==> config.mk <==
export PLATFORM = sky130hd
export DESIGN_NAME = fetch_unit_flat
export DESIGN_NICKNAME = d
export VERILOG_FILES = /design/src/rtl/fetch_unit_if.sv /design/src/rtl/fetch_unit.sv /design/src/flat_wrapper.sv
export SDC_FILE = /design/constraint.sdc
export NUM_CORES = 1
export LEC_CHECK = 0
export CAP_MARGIN = 20
export CELL_PAD_IN_SITES_DETAIL_PLACEMENT = 0
export CELL_PAD_IN_SITES_GLOBAL_PLACEMENT = 1
export CORE_ASPECT_RATIO = 1.5
export CORE_MARGIN = 10
export CORE_UTILIZATION = 50
export DETAILED_ROUTE_END_ITERATION = 8
export PLACE_DENSITY_LB_ADDON = 0.1
export SLEW_MARGIN = 25
export SYNTH_ARGS = -nofsm -noshare
export SYNTH_HDL_FRONTEND = slang
export SYNTH_SLANG_ARGS = --single-unit
==> constraint.sdc <==
create_clock -name clk -period 65.4 [get_ports clk]
set_input_delay 19.62 -clock clk [delete_from_list [all_inputs] [get_ports clk]]
set_output_delay 19.62 -clock clk [all_outputs]
set_load 0.03 [all_outputs]
### Metal 1, run 1

Scale: 1 px per um.
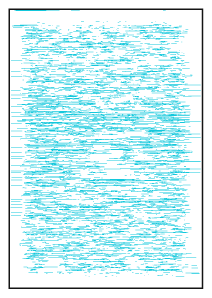
main direction: horizontal
share of all routed wire: 43%
DR vias: 14.53k
DRT Wirelength: 54,440 um
global-route track usage on met1: 0.2738

### Sequential cells coloured by netlist name, run 1

Scale: 1.5 px per um.
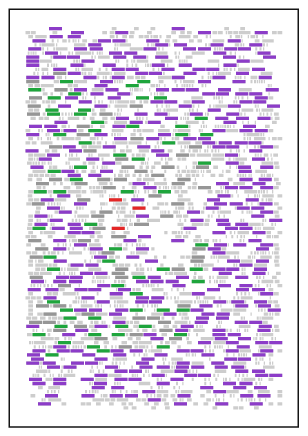
legend:
  red:
    netlist_name: u_core.count
    sequential_cells: 3
  green:
    netlist_name: u_core.infl_pc
    sequential_cells: 64
  purple:
    netlist_name: u_core.fifo
    sequential_cells: 388
    where: widely spread
Seq area share: 0.5047
final core utilization: 0.5948
Storage cell area: 13,170 um^2
Seq. pwr: 0.457 mW

### Layout detail, run 1

Window x 131 to 156, y 196 to 221 um. Cells in grey, sequential cells in the stronger grey; small squares are vias.
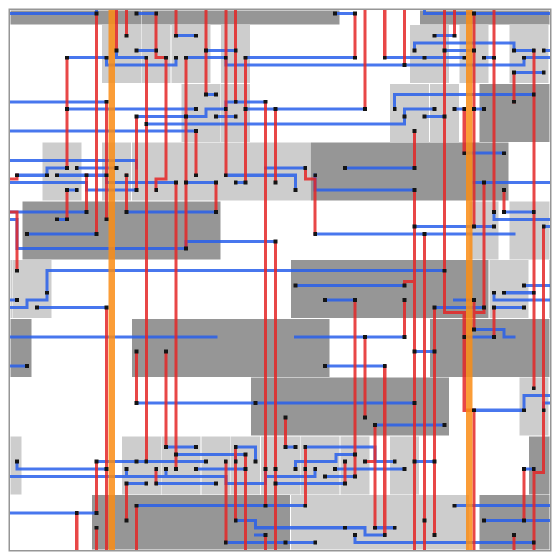
legend:
  blue:
    layer: metal 1
  orange:
    layer: metal 4
  red:
    layer: metal 2
sequential cells in the window: 7
most frequent: o21ai_0 (12), nand2_1 (11), dfrtp_1 (7)
cells with their middle in the window: 34

### Congestion heat map, run 1

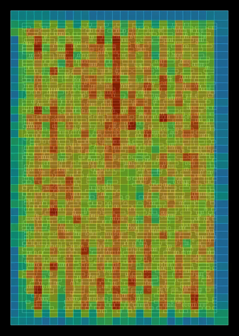
GRT Overall Usage: 0.2072
WL per Instance: 20.54 um
gr busiest metal: met2
met2 usage: 0.3436
GR Util met3: 0.03793

==> reports/qor.csv, run 1 <==
stage,metric,value,unit
worst_setup_path,slowest_stage,clkdlybuf4s50_1,
clocking,cts_made_buffers,49,
flow_run,drv_cap,0,
layout,seq_cells,526,
layout,instances_no_fill,2651,
worst_setup_path,cp_max_fo,32,
layout,comb_area,8272,um^2
synthesis,simple_gate_area_frac,0.1086,
synthesis,synth.top_cell.area_share,0.5953,
layout,comb_share,0.3170,
floorplanning,die_h,277.6,um
layout,drive_gt1_frac,0.1263,
status,status,"finished, final reports clean",
layout,fill_cells,3656,
power_and_ir_drop,leakage,11.93,nW
final_timing,setup_viol,0,
worst_setup_path,reg2reg_slack,61.93,ns
layout,nNonClkInverters,16,
layout,layout_top_cell,dfrtp_1,
min_path,holdPathStages,2,
detailed_routing,antenna_left,0,
synthesis,largest_area_cell,dfrtp_1,
clocking,root_buffer,clkbuf_16,
clocking,ctsHoldBuffers,0,
power_and_ir_drop,power-per-cell-area,41.95,nW/um^2
layout,comb_cells,1219,
synthesis,ys_sh_aoi,0.09970,
layout,syn2layout_area_growth,18.00,%
power_and_ir_drop,swShare,0.3399,
synthesis,ys_ff,526,
final_timing,whs,0.4723,ns
clocking,cts_resized,0,
detailed_routing,dr_wl_met3,2624,um
power_and_ir_drop,p_switching,0.3721,mW
synthesis,yosysMostFrequentCell,dfrtp_1,
final_timing,fmax,0.02427,GHz
synthesis,netlist_area,22110,um^2
clocking,clkSlewWorstSetupHoldPaths,0.06,ns
clocking,cts_tree,done,
detailed_routing,dr.pass1.iters,5,
power_and_ir_drop,pwr-share-comb,0.327,
worst_setup_path,arrival,21.58,ns
worst_setup_path,reg2reg_depth,8,
floorplanning,die-area,53210,um^2
synthesis,synth-edff-count,0,
synthesis,async_flop_share,1.000,
final_timing,finalClockPeriodUsage,0.6300,
==> run 1 -> run 2 <==
CORE_UTILIZATION = 42   (was 50)
clock period = 33.2 ns   (was 65.4 ns; I/O delays follow)
### Congestion heat map, run 2

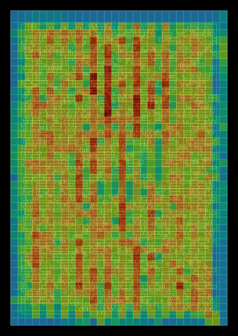
GRT Overall Usage: 0.1843
WL per Instance: 20.94 um
final core utilization: 0.5082
GR Util met3: 0.04047
met2 usage: 0.3105

==> run 2 against run 1 <==
Against the previous run: cell count up 3.9%; global-route usage down 2.3 points; routed wire length rose by 5.9%; worst setup slack got worse by 13 ns; largest cell class unchanged.
==> reports/qor.csv, run 2 <==
stage,metric,value,unit
status,status,"finished, final reports clean",
layout,comb_area,8280,um^2
final_timing,fmax,0.04560,GHz
power_and_ir_drop,power_sequential,0.902,mW
layout,sh_seq_area,0.4989,
final_timing,whs,0.4746,ns
clocking,root_buffer,clkbuf_16,
global_routing,gr-max-usage-layer,met2,
worst_setup_path,reg2reg_slack,29.66,ns
synthesis,netlist_area,22110,um^2
clocking,cts_resized,0,
power_and_ir_drop,leakage,12.00,nW
power_and_ir_drop,power-per-cell-area,83.54,nW/um^2
clocking,cts_tree,done,
layout,seqCellArea,13170,um^2
power_and_ir_drop,pwr-share-comb,0.322,
worst_setup_path,reg2reg_depth,8,
synthesis,synth-edff-count,0,
detailed_routing,dr.pass1.iters,4,
floorplanning,die-area,62420,um^2
layout,fill_cells,4643,
### Metal 1, run 2

Scale: 1 px per um.
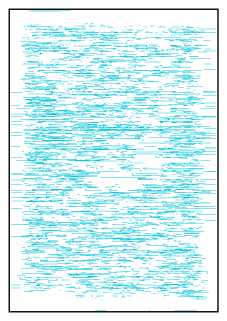
main direction: horizontal
longest straight run: 56.6 um
nets with wire on the layer: 2,014
wire length on this layer: 25.3 mm
share of all routed wire: 44%
global-route track usage on met1: 0.2367
DR vias: 14.40k
DRT Wirelength: 57,680 um

No activity file was given, so power comes from the tool's default toggle rates.
